==> run_1/met4.png <==
Supply wires on this layer in grey.
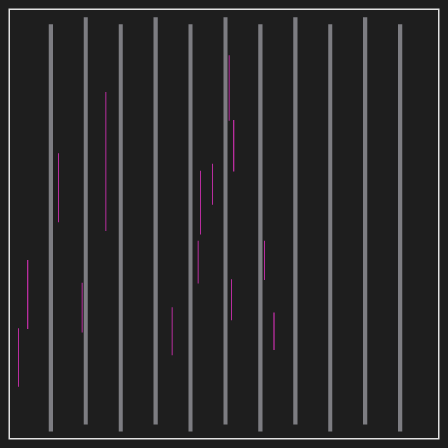
==> run_1/final_clocks.png <==
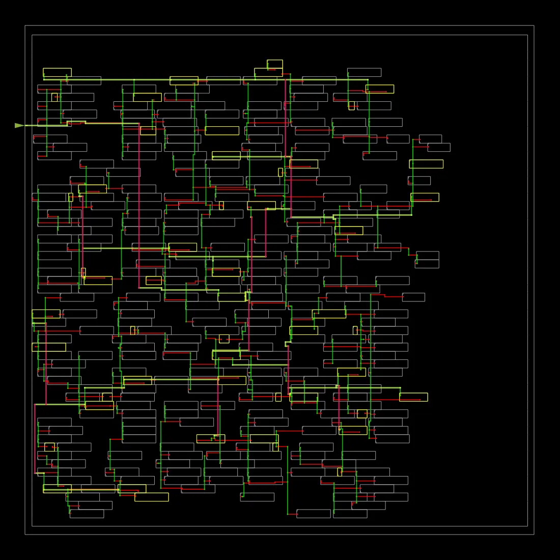
==> run_1/metal_stack.png <==
Only two layers are drawn.
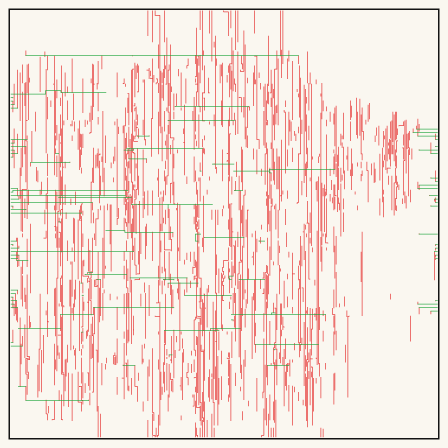
==> run_1/met1.png <==
Supply wires on this layer in grey.
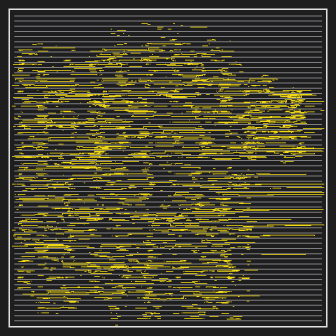
### src/rtl/gearbox_fifo_if.sv
// gearbox_fifo_if: valid/ready handshake bundle for both sides of the width-converting FIFO.
//  in_valid/in_ready/in_data    : producer side, IN_WIDTH-bit words
//  out_valid/out_ready/out_data : consumer side, OUT_WIDTH-bit words
//  master: the environment driving the FIFO; slave: the FIFO itself
interface gearbox_fifo_if #(
    parameter int IN_WIDTH  = 64,
    parameter int OUT_WIDTH = 16
);
    logic                 in_valid;
    logic                 in_ready;
    logic [IN_WIDTH-1:0]  in_data;
    logic                 out_valid;
    logic                 out_ready;
    logic [OUT_WIDTH-1:0] out_data;
    modport master (output in_valid, in_data, out_ready, input in_ready, out_valid, out_data);
    modport slave  (input in_valid, in_data, out_ready, output in_ready, out_valid, out_data);
endinterface

### src/rtl/gearbox_fifo.sv
// gearbox_fifo: synchronous width-converting FIFO with lane-granular storage and exact lane occupancy.
//  clk, rst      : rising-edge clock, synchronous active-high reset
//  flush         : synchronous clear of contents, same effect as rst on state
//  bus           : handshake bundle (in_valid/in_ready/in_data, out_valid/out_ready/out_data)
//  count         : occupancy in lanes, 0..2**ADDR_WIDTH
//  almost_empty  : count <= AE_LEVEL
//  almost_full   : free lanes <= AF_LEVEL
module gearbox_fifo #(
    parameter int IN_WIDTH   = 64,
    parameter int OUT_WIDTH  = 16,
    parameter int ADDR_WIDTH = 4,
    parameter int MSB_FIRST  = 0,
    parameter int AE_LEVEL   = 1,
    parameter int AF_LEVEL   = 1
) (
    input  logic                clk,
    input  logic                rst,
    input  logic                flush,
    gearbox_fifo_if.slave       bus,
    output logic [ADDR_WIDTH:0] count,
    output logic                almost_empty,
    output logic                almost_full
);
    localparam int LANE      = IN_WIDTH < OUT_WIDTH ? IN_WIDTH : OUT_WIDTH;
    localparam int IN_LANES  = IN_WIDTH / LANE;
    localparam int OUT_LANES = OUT_WIDTH / LANE;
    localparam int DEPTH     = 2 ** ADDR_WIDTH;
    localparam logic [ADDR_WIDTH:0] DEPTH_C = (ADDR_WIDTH+1)'(DEPTH);
    localparam logic [ADDR_WIDTH:0] IN_C    = (ADDR_WIDTH+1)'(IN_LANES);
    localparam logic [ADDR_WIDTH:0] OUT_C   = (ADDR_WIDTH+1)'(OUT_LANES);
    localparam logic [ADDR_WIDTH:0] AE_C    = (ADDR_WIDTH+1)'(AE_LEVEL);
    localparam logic [ADDR_WIDTH:0] AF_C    = (ADDR_WIDTH+1)'(AF_LEVEL);

    logic [LANE-1:0]      mem [DEPTH];
    logic [ADDR_WIDTH:0]  wr_ptr, rd_ptr, free;
    logic [OUT_WIDTH-1:0] out_word;
    logic                 push, pop;

    // Pointers carry an extra wrap bit, so the difference is the exact lane count even when full.
    assign count        = wr_ptr - rd_ptr;
    assign free         = DEPTH_C - count;
    assign bus.in_ready  = free >= IN_C;
    assign bus.out_valid = count >= OUT_C;
    assign push         = bus.in_valid & bus.in_ready;
    assign pop          = bus.out_valid & bus.out_ready;
    assign almost_empty = count <= AE_C;
    assign almost_full  = free <= AF_C;

    always_ff @(posedge clk) begin
        if (rst || flush) begin
            wr_ptr <= '0;
            rd_ptr <= '0;
        end else begin
            if (push) wr_ptr <= wr_ptr + IN_C;
            if (pop) rd_ptr <= rd_ptr + OUT_C;
        end
    end

    // Stream lane i lands at wr_ptr+i; lane addresses wrap naturally in ADDR_WIDTH bits,
    // so a word may straddle the end of the array. Storage is deliberately not reset.
    always_ff @(posedge clk) begin
        if (push)
            for (int i = 0; i < IN_LANES; i++)
                mem[wr_ptr[ADDR_WIDTH-1:0] + ADDR_WIDTH'(i)] <=
                    bus.in_data[LANE*(MSB_FIRST != 0 ? IN_LANES-1-i : i) +: LANE];
    end

    always_comb begin
        out_word = '0;
        for (int j = 0; j < OUT_LANES; j++)
            out_word[LANE*(MSB_FIRST != 0 ? OUT_LANES-1-j : j) +: LANE] =
                mem[rd_ptr[ADDR_WIDTH-1:0] + ADDR_WIDTH'(j)];
    end

    // Masking keeps never-written storage from showing on the output while nothing is valid.
    assign bus.out_data = bus.out_valid ? out_word : '0;
endmodule

### src/flat_wrapper.sv
// flat-port wrapper written by rule: the top's interface ports become plain ports
module gearbox_fifo_flat 
#(
    parameter int IN_WIDTH   = 64,
    parameter int OUT_WIDTH  = 16,
    parameter int ADDR_WIDTH = 4,
    parameter int MSB_FIRST  = 0,
    parameter int AE_LEVEL   = 1,
    parameter int AF_LEVEL   = 1
)
  (clk, rst, flush, count, almost_empty, almost_full, bus_in_valid, bus_in_data, bus_out_ready, bus_in_ready, bus_out_valid, bus_out_data);
  gearbox_fifo_if #(.IN_WIDTH(IN_WIDTH), .OUT_WIDTH(OUT_WIDTH)) bus_i ();
  input  logic clk;
  input  logic rst;
  input  logic flush;
  output logic [ADDR_WIDTH:0] count;
  output logic almost_empty;
  output logic almost_full;
  input wire logic [$bits(bus_i.in_valid)-1:0] bus_in_valid;
  input wire logic [$bits(bus_i.in_data)-1:0] bus_in_data;
  input wire logic [$bits(bus_i.out_ready)-1:0] bus_out_ready;
  output wire logic [$bits(bus_i.in_ready)-1:0] bus_in_ready;
  output wire logic [$bits(bus_i.out_valid)-1:0] bus_out_valid;
  output wire logic [$bits(bus_i.out_data)-1:0] bus_out_data;
  assign bus_i.in_valid = bus_in_valid;
  assign bus_i.in_data = bus_in_data;
  assign bus_i.out_ready = bus_out_ready;
  assign bus_in_ready = bus_i.in_ready;
  assign bus_out_valid = bus_i.out_valid;
  assign bus_out_data = bus_i.out_data;
  gearbox_fifo #(.IN_WIDTH(IN_WIDTH), .OUT_WIDTH(OUT_WIDTH), .ADDR_WIDTH(ADDR_WIDTH), .MSB_FIRST(MSB_FIRST), .AE_LEVEL(AE_LEVEL), .AF_LEVEL(AF_LEVEL)) u_core (.clk(clk), .rst(rst), .flush(flush), .bus(bus_i), .count(count), .almost_empty(almost_empty), .almost_full(almost_full));
endmodule
### config.mk
export PLATFORM = sky130hd
export DESIGN_NAME = gearbox_fifo_flat
export DESIGN_NICKNAME = d
export VERILOG_FILES = /design/src/rtl/gearbox_fifo_if.sv /design/src/rtl/gearbox_fifo.sv /design/src/flat_wrapper.sv
export SDC_FILE = /design/constraint.sdc
export NUM_CORES = 1
export LEC_CHECK = 0
export CELL_PAD_IN_SITES_DETAIL_PLACEMENT = 1
export CELL_PAD_IN_SITES_GLOBAL_PLACEMENT = 1
export CORE_MARGIN = 2
export CORE_UTILIZATION = 40
export CTS_CLUSTER_DIAMETER = 60
export DETAILED_ROUTE_END_ITERATION = 8
export MAX_ROUTING_LAYER = met4
export PLACE_DENSITY = 0.74
export SYNTH_ARGS = -nofsm -noshare
export SYNTH_HDL_FRONTEND = slang
export SYNTH_SLANG_ARGS = --single-unit
export TNS_END_PERCENT = 30
### constraint.sdc
create_clock -name clk -period 16.1 [get_ports clk]
set_clock_uncertainty 0.05 [all_clocks]
set_input_delay 4.83 -clock clk [delete_from_list [all_inputs] [get_ports clk]]
set_output_delay 4.83 -clock clk [all_outputs]
set_load 0.01 [all_outputs]
==> flow_metrics.env, run 1 <==
# implementation run metrics
export IMPL_top_area_share_pct=73.0
export IMPL_grt_first_pass_wirelength_um=32700
export IMPL_hold_start="u_core.wr_ptr[4]$_SDFFE_PP0P_"
export IMPL_fp_utilization_pct=40.5
export IMPL_min_to="u_core.wr_ptr[4]$_SDFFE_PP0P_"
export IMPL_final_net_count=655
export IMPL_clkCellAreaFrac_pct=7.79
export IMPL_r2r_slack_ns=12.80
export IMPL_grt_pass1_vias=5605
export IMPL_yosys_area_share_simple_pct=3.16
export IMPL_drive_gt1_share_pct=23.6
export IMPL_setup_violations=0
export IMPL_slew_limit_headroom_pct=31.6
export IMPL_signal_buffers=97
export IMPL_reg2reg_to="u_core.mem[8][2]$_DFFE_PP_"
export IMPL_p_sw_share_pct=21.0
export IMPL_cts_tree="done"
export IMPL_clkbuf_count=39
export IMPL_holdCritPathClass="flop to flop"
export IMPL_min_period_ns=8.62
export IMPL_cts_resized=0
export IMPL_p_int_w=0.00130
export IMPL_die_w_um=166
export IMPL_fmax_ghz=0.116
export IMPL_hold_viol=0
export IMPL_buf_share_pct=7.50
export IMPL_pin_count=94
export IMPL_slew_violations=0
export IMPL_die_area_sq_um=27700
export IMPL_cp_start_kind="flop"
export IMPL_crit_end="bus_out_data[11]"
export IMPL_path_common_cell="mux4_2"
export IMPL_largestClassByArea="registers"
export IMPL_syn_area_per_cell_sq_um=22.4
export IMPL_status="completed"
export IMPL_htreeDepth=1
export IMPL_endpoint_kind="primary output"
export IMPL_top_layer="met4"
export IMPL_ant_nets=0
export IMPL_ys_sh_aoi_pct=1.18
export IMPL_crit_family="buffers and inverters"
export IMPL_crit_cells=5
export IMPL_fillCellCount=2336
export IMPL_syn_inst=471
export IMPL_comb_area_share_pct=19.2
export IMPL_finalCritPeriodShare_pct=53.5
export IMPL_comb_area_sq_um=2460
export IMPL_hold_slack_ns=0.455
export IMPL_max_stage_delay_ns=0.73
export IMPL_dr_pass1_iters=4
export IMPL_coreArea_sq_um=26000
export IMPL_post_cts_setup_buffers=0
export IMPL_rows=59
export IMPL_gp_congestion=0.750
export IMPL_synth_cell_types=40
export IMPL_warnings=33
export IMPL_ys_seq_share_pct=75.2
export IMPL_port_buffers=93
export IMPL_syn_nets=550
export IMPL_sh_seq_area_pct=61.9
export IMPL_logic_family="multiplexers"
export IMPL_edf_count=256
export IMPL_crit_type="flop to primary output"
export IMPL_wl_met3_um=1060
export IMPL_p_leak_nw=4.01
export IMPL_syn_to_final_growth_pct=21.6
export IMPL_p_clk_share_pct=41.6
export IMPL_first_iter_violations=370
export IMPL_rsz0062_at_grt="false"
export IMPL_grt_remaining_overflow=0
export IMPL_ir_worst_vdd_mv=0.106
export IMPL_cts_buffer_depth=3
export IMPL_insertion_delay_ns=0.53
export IMPL_r2r_start="u_core.rd_ptr[2]$_SDFFE_PP0P_"
export IMPL_top_cell="edfxtp_1"
export IMPL_reg2reg_depth=8
export IMPL_drv_cap=0
export IMPL_worstPathCellList="buf_4 > mux4_2 > mux4_2 > nor2b_1 > clkdlybuf4s50_1"
export IMPL_inverters=9
export IMPL_adder_share_pct=1.19
export IMPL_hold_depth=2
export IMPL_antenna_found_initial=1
export IMPL_postCtsHoldBufs=0
export IMPL_p_sw_w=0.000346
export IMPL_combPwrFrac_pct=9.5
export IMPL_wl_met2_um=10300
export IMPL_grt_start_max_net_pins=66
export IMPL_post_dp_hpwl_um=12300
export IMPL_synth_cells_yosys=471
Back to the opening pictures, met4.png:
main direction: vertical
nets with wire on the layer: 6
wire length on this layer: 313 um
longest straight run: 53.7 um
DRT Wirelength: 20700 um
DR vias: 4947

Back to the opening pictures, final_clocks.png:
clock sinks: 268
flip-flops: 268
Power Clock: 0.000685 W

Back to the opening pictures, metal_stack.png:
| layer | colour | wire length |
|---|---|---|
| met3 | green | 1070 um |
| met2 | red | 10300 um |
All-Layer GR Usage: 15.7%
DR WL/cell: 22.2 um

Back to the opening pictures, met1.png:
share of all routed wire: 43%
nets with wire on the layer: 614
main direction: horizontal
longest straight run: 57.0 um
wire length on this layer: 9000 um
GRT met1 Usage: 20.5%

## run 1: flip-flops by register name (all words and copies together), names as in the netlist, named ones only
register,cells
u_core.wr_ptr,3
u_core.rd_ptr,5
u_core.mem,256
## run 1: routing by layer
| layer | vias to the layer above | GRT usage [%] |
|---|---|---|
| met1 | 2590 | 20.5 |
| met4 | 0 | 3.19 |
| met5 | - | - |
| met3 | 33 | 3.22 |
| met2 | 137 | 26.1 |
| li1 | 2187 | - |
## run 1: power by group through the flow
stage          Sequential (W)  Combinational (W)  Clock, W
6_report             0.000806           0.000156  0.000685
5_1_grt              0.000809           0.000169  0.000725
4_1_cts              0.000807           0.000160  0.000699
3_5_place_dp         0.000822           0.000159         0
3_3_place_gp         0.000819           0.000155         0
2_1_floorplan        0.000815          0.0000853         0
## run 1: layout by cell type (no fill, tap or decap), types with 3 or more instances in the layout
master,n
nand2_1,10
clkbuf_8,3
buf_4,4
xor2_1,3
clkdlybuf4s50_1,93
nor2_1,9
and2_4,3
nand3_1,3
dfxtp_1,9
ha_1,10
nor2b_1,16
clkinv_2,4
clkbuf_1,7
a21oi_1,5
edfxtp_1,256
bufinv_16,5
nand4_1,4
mux4_2,80
inv_1,7
clkbuf_16,29
or3_1,4
## run 1: through the flow
step | cells | utilization [%] | cell area, sq um | power [W] | worst slack (ns)
5_1_grt | 934 | 49.3 | 12800 | 0.00170 | 7.22
4_1_cts | 933 | 49.3 | 12800 | 0.00167 | 7.36
6_report | 934 | 49.3 | 12800 | 0.00165 | 7.48
3_3_place_gp | 881 | 45.4 | 11800 | 0.000974 | 7.98
3_5_place_dp | 881 | 45.4 | 11800 | 0.000980 | 7.96
2_1_floorplan | 471 | - | 10500 | 0.000901 | 6.15
==> run_1/zoom.png <==
Scale bar: 10 um. Region (68, 68) to (98, 98) um. Cells in grey, sequential cells in the stronger grey; small squares are vias.
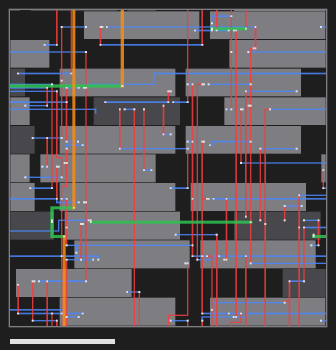

==> inputs of run 2 (changes only) <==
- clock period: 16.1 -> 8.6 ns (I/O delays scaled with it)
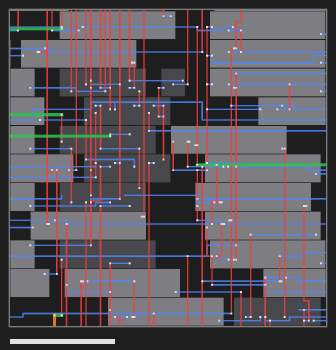
(run_2/zoom.png)
Scale bar: 10 um. Region (68, 68) to (98, 98) um. Cells in grey, sequential cells in the stronger grey; small squares are vias.
| layer | colour |
|---|---|
| met4 | orange |
| met3 | green |
| met2 | red |
| met1 | blue |
netlist names of flops here include: u_core.mem (16)
cells with their middle in the window: 24
sequential cells in the window: 16
most frequent: edfxtp_1 (16), mux4_2 (5), clkbuf_16 (2)

==> run 2 against run 1 <==
Net effect: sequential cell count did not move; combinational power up 85%; area after synthesis stayed put; count of clock-buffer cells in the layout fell by 6; core utilization down 0.24 points; sequential share of layout area grew 0.30 points; wire length rose by 0.87%; total power is 83% higher; synthesized cell count stayed put; largest power group unchanged; critical path type unchanged; final cell count is 0.11% lower; global-route usage rose by 0.092 points; die size unchanged.
==> flow_metrics.env, run 2 <==
# implementation run metrics
export IMPL_pin_count=94
export IMPL_ys_sh_mux_pct=17.3
export IMPL_coreArea_sq_um=26000
export IMPL_wl_per_cell_um=22.4
export IMPL_fillCellCount=2329
export IMPL_grt_first_pass_wirelength_um=32400
export IMPL_ys_sh_aoi_pct=1.18
export IMPL_slew_limit_headroom_pct=32.4
export IMPL_grt_start_max_net_pins=66
export IMPL_hold_viol=0
export IMPL_top_area_share_pct=73.0
export IMPL_ys_seq_share_pct=75.2
export IMPL_hold_depth=2
export IMPL_die_w_um=166
export IMPL_min_to="u_core.wr_ptr[4]$_SDFFE_PP0P_"
export IMPL_reg2reg_depth=8
export IMPL_top_cell="edfxtp_1"
export IMPL_p_sw_w=0.000641
export IMPL_final_net_count=655
export IMPL_largest_reg_flops=256
export IMPL_syn_nets=550
export IMPL_fp_utilization_pct=40.5
export IMPL_synth_cell_types=40
export IMPL_crit_family="multiplexers"
export IMPL_syn_area_per_cell_sq_um=22.4
export IMPL_cts_tree="done"
export IMPL_fmax_ghz=0.157
export IMPL_crit_type="flop to primary output"
export IMPL_clkSlewWorstSetupHoldPaths_ns=0.06
export IMPL_layout_top_cell="edfxtp_1"
export IMPL_cts_buffer_depth=3
export IMPL_post_dp_hpwl_um=12500
export IMPL_drv_cap=0
export IMPL_edf_count=256
export IMPL_max_stage_delay_ns=1.02
export IMPL_rsz0062_at_grt="false"
export IMPL_postCtsHoldBufs=0
export IMPL_min_period_ns=6.37
export IMPL_hold_start="u_core.wr_ptr[4]$_SDFFE_PP0P_"
export IMPL_ant_nets=0
export IMPL_yosys_area_share_simple_pct=3.16
export IMPL_cp_buffers_inverters=2
export IMPL_fin_util_pct=49.1
export IMPL_synth_cells_yosys=471
export IMPL_mostFrequentLayoutCells="edfxtp_1, clkdlybuf4s50_1, mux4_2"
export IMPL_gp_congestion=0.772
export IMPL_groute_usage_overall_pct=15.8
export IMPL_crit_cells=5
export IMPL_grt_pass1_vias=5488
export IMPL_setup_violations=0
export IMPL_endpoint_kind="primary output"
export IMPL_die_area_sq_um=27700
export IMPL_r2r_slack_ns=5.29
export IMPL_r2r_start="u_core.rd_ptr[2]$_SDFFE_PP0P_"
export IMPL_antenna_found_initial=2
export IMPL_grt_remaining_overflow=0
export IMPL_adder_share_pct=1.19
export IMPL_slew_violations=0
export IMPL_port_buffers=93
export IMPL_reg2reg_to="u_core.mem[4][10]$_DFFE_PP_"
export IMPL_p_sw_share_pct=21.2
export IMPL_rows=59
export IMPL_p_int_w=0.00238
export IMPL_p_seq_share_pct=50.2
export IMPL_crit_end="bus_out_data[4]"
export IMPL_holdCritPathClass="flop to flop"
export IMPL_cts_resized=0
export IMPL_p_leak_nw=3.98
export IMPL_first_iter_violations=289
export IMPL_p_per_area_nw_per_um2=237
export IMPL_dr_pass1_iters=4
export IMPL_drive_gt1_share_pct=23.2
export IMPL_cp_start_kind="flop"
export IMPL_logic_family="multiplexers"
export IMPL_status="completed"
export IMPL_syn_inst=471
export IMPL_combPwrFrac_pct=9.6
export IMPL_clock_sinks=268
export IMPL_path_common_cell="mux4_2"
export IMPL_finalCritPeriodShare_pct=74.1
export IMPL_htreeDepth=1
export IMPL_syn_to_final_growth_pct=21.0
export IMPL_warnings=33
export IMPL_ir_worst_vdd_mv=0.190
export IMPL_p_clk_share_pct=40.2
export IMPL_worstPathCellList="buf_4 > mux4_2 > mux4_2 > nor2b_1 > clkdlybuf4s50_1"
export IMPL_insertion_delay_ns=0.54
export IMPL_post_cts_setup_buffers=0
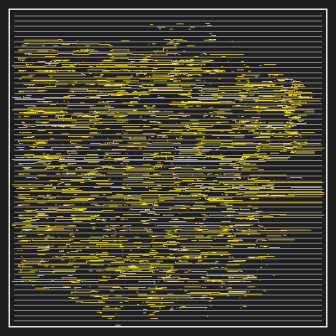
(run_2/met1.png)
Supply wires on this layer in grey.
nets with wire on the layer: 598
main direction: horizontal
DRT Wirelength: 20900 um
DR vias: 4958

[run 2: cell counts after synthesis]
Identical to the previous run, type by type.
[run 2: metal layers]
metal / global-route usage (%) / wire (um) / vias to the layer above
met1: 19.9 / 8880 / 2611
met2: 26.6 / 10600 / 127
met3: 3.10 / 1030 / 37
met4: 4.05 / 420 / 0
li1: - / - / 2183
met5: - / 0 / -
[run 2: cell type report]
cell class,instances,area [sq um],share of cell area [%]
Antenna cell,2,5.00,0.0393
Timing Repair Buffer,97,961,7.54
Sequential cell,268,7940,62.2
Multi-Input combinational cell,172,2460,19.3
Inverter,9,33.8,0.265
Tap cell,335,419,3.29
Clock inverter,17,194,1.52
Clock buffer,33,741,5.81
[run 2: power by group through the flow]
stage                     combinational [W]  sequential [W]  clock (W)
after floorplan                    0.000160         0.00153          0
after global placement             0.000286         0.00154          0
after detailed placement           0.000293         0.00154          0
after CTS                          0.000295         0.00152    0.00124
after global routing               0.000311         0.00152    0.00128
final                              0.000289         0.00151    0.00121
[run 2: stage by stage]
step	hold WS [ns]	power [W]	worst slack [ns]	std cells	instance area (sq um)
floorplan	0.405	0.00169	0.899	471	10500
global placement	0.427	0.00182	2.70	881	11800
detailed placement	0.458	0.00184	2.68	881	11800
CTS	0.466	0.00305	2.09	931	12700
global route	0.489	0.00312	1.91	933	12700
finish	0.454	0.00302	2.23	933	12700
[run 2: cells by family (layout without fill, tap and decap cells)]
family                   count (synthesis)  after routing
flip-flops                             268            268
multiplexers                            82             82
AND/OR/NAND/NOR                         60             60
buffers and inverters                   31            156
AND-OR/OR-AND                           15             15
adder cells (fa/ha/maj)                 10             10
XOR/XNOR                                 5              5
other                                    0              2
==> run_2/met4.png <==
Supply wires on this layer in grey.
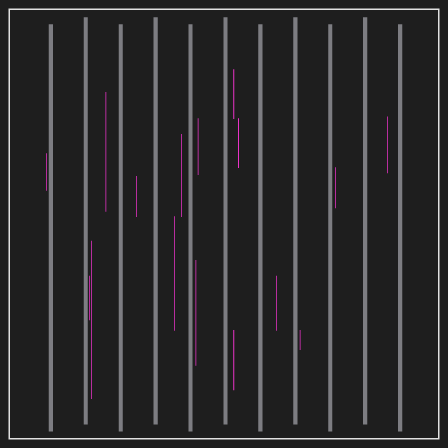

==> inputs of run 3 (changes only) <==
- clock period: 8.6 -> 5.9 ns (I/O delays scaled with it)
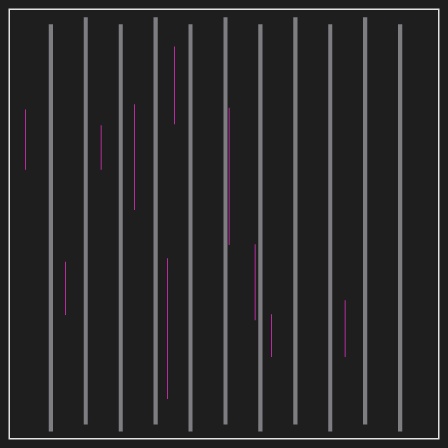
(run_3/met4.png)
Supply wires on this layer in grey.
share of all routed wire: 1.5%
main direction: vertical
nets with wire on the layer: 3
wire length on this layer: 306 um
longest straight run: 54.4 um
DRT Wirelength: 21200 um
DR vias: 4928

==> run 3 against run 2 <==
Net effect: final cell count up 0.11%; count of clock-buffer cells in the layout grew 2; area after synthesis is the same; wire length is 1.3% higher; global-route usage grew 0.13 points; hold slack gained 0.0011 ns; critical path depth grew 4; combinational power grew 52%; clock power is 31% higher; first-iteration DRC count rose by 22%; die size unchanged; register-to-register slack got worse by 2.6 ns.
==> flow_metrics.env, run 3 <==
# implementation run metrics
export IMPL_final_net_count=659
export IMPL_fin_util_pct=48.9
export IMPL_final_cells=934
export IMPL_coreArea_sq_um=26000
export IMPL_clkSlewWorstSetupHoldPaths_ns=0.06
export IMPL_grt_remaining_overflow=0
export IMPL_postCtsHoldBufs=0
export IMPL_layout_top_cell="edfxtp_1"
export IMPL_pin_count=94
export IMPL_post_cts_setup_buffers=0
export IMPL_r2r_slack_ns=2.69
export IMPL_slew_violations=0
export IMPL_syn_nets=550
export IMPL_dr_pass1_iters=5
export IMPL_hold_start="u_core.wr_ptr[4]$_SDFFE_PP0P_"
export IMPL_setup_violations=0
export IMPL_hold_depth=2
export IMPL_first_iter_violations=354
export IMPL_die_area_sq_um=27700
export IMPL_syn_to_final_growth_pct=20.5
export IMPL_reg2reg_depth=8
export IMPL_warnings=33
export IMPL_antenna_cells=0
export IMPL_status="completed"
export IMPL_insertion_delay_ns=0.52
export IMPL_largest_reg_flops=256
export IMPL_drv_cap=0
export IMPL_synth_cells_yosys=471
export IMPL_mostFrequentLayoutCells="edfxtp_1, clkdlybuf4s50_1, mux4_2"
export IMPL_ys_seq_share_pct=75.2
export IMPL_min_period_ns=5.14
export IMPL_crit_end="bus_out_data[13]"
export IMPL_reg2reg_to="u_core.mem[7][0]$_DFFE_PP_"
export IMPL_stdcell_area_sq_um=12700
export IMPL_gp_congestion=0.764
export IMPL_antenna_found_initial=0
export IMPL_hold_slack_ns=0.455
export IMPL_fmax_ghz=0.194
export IMPL_r2r_start="u_core.rd_ptr[2]$_SDFFE_PP0P_"
export IMPL_ir_worst_vdd_mv=0.278
export IMPL_drive_gt1_share_pct=22.5
export IMPL_p_per_area_nw_per_um2=333
export IMPL_top_cell="edfxtp_1"
export IMPL_htreeDepth=1
export IMPL_top_area_share_pct=73.0
export IMPL_ant_nets=0
export IMPL_port_buffers=93
export IMPL_syn_inst=471
export IMPL_min_to="u_core.wr_ptr[4]$_SDFFE_PP0P_"
export IMPL_finalCritPeriodShare_pct=87.2
export IMPL_dp_cells=885
export IMPL_cts_resized=0
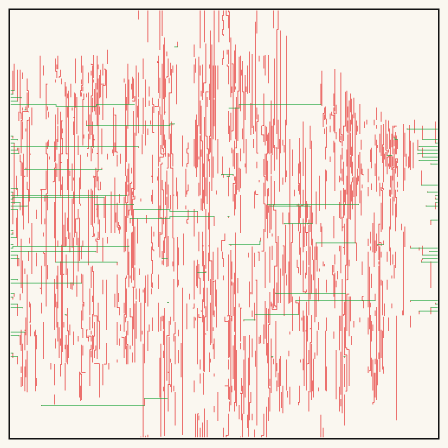
(run_3/metal_stack.png)
Only two layers are drawn.
| layer | colour | wire length |
|---|---|---|
| met2 | red | 10900 um |
| met3 | green | 916 um |
DR WL/cell: 22.7 um
All-Layer GR Usage: 15.9%

==> run 3: cell counts after synthesis <==
No cell type changed its count.
==> run 3: logic make-up (layout without fill, tap and decap cells) <==
group           Yosys count  count (layout)  synth area share, %
simple gates             60              60                 3.16
xor+xnor                  5               5                0.416
flops                   268             268                 75.2
fa+ha+maj                10              10                 1.19
compound gates           15              15                 1.18
mux                      82              82                 17.3
buf+inv                  31             159                 1.53
==> run 3: worst max-delay path, stage by stage, from the launching register on <==
cell and delay (ns):
dfxtp_1 0.35, inv_1 0.08, ha_1 0.40, nor3b_1 0.19
o211ai_2 0.29, inv_2 0.12, a2111oi_4 0.57, buf_12 0.24
nor2b_1 0.07, clkdlybuf4s50_1 0.48
==> run 3: routing by layer <==
metal | share of wire [%] | routed length, um | vias to the layer above | GRT usage, %
met3 | 4.3 | 916 | 23 | 3.12
met2 | 51 | 10900 | 118 | 27.1
met5 | 0 | 0 | - | -
met1 | 43 | 9070 | 2601 | 20.3
li1 | - | - | 2186 | -
met4 | 1.4 | 306 | 0 | 3.04
==> run 3: final cells by class <==
type	count	area (sq um)	area share [%]
flip-flops and latches	268	7930	62.5
multi-input cells	172	2470	19.4
repair buffers	101	1020	8.00
clock buffers	35	727	5.72
well taps	335	419	3.30
clock inverters	14	104	0.818
inverters	9	33.8	0.266
==> run 3: report_power, final <==
part | internal (W) | switching, W | leakage [nW] | total, W
clock network | 0.000912 | 0.000674 | 0.407 | 0.00159
registers | 0.00217 | 0.0000287 | 2.44 | 0.00220
logic | 0.000230 | 0.000209 | 1.10 | 0.000439
total | 0.00331 | 0.000912 | 3.95 | 0.00423
No activity file was given, so power comes from the tool's default toggle rates.
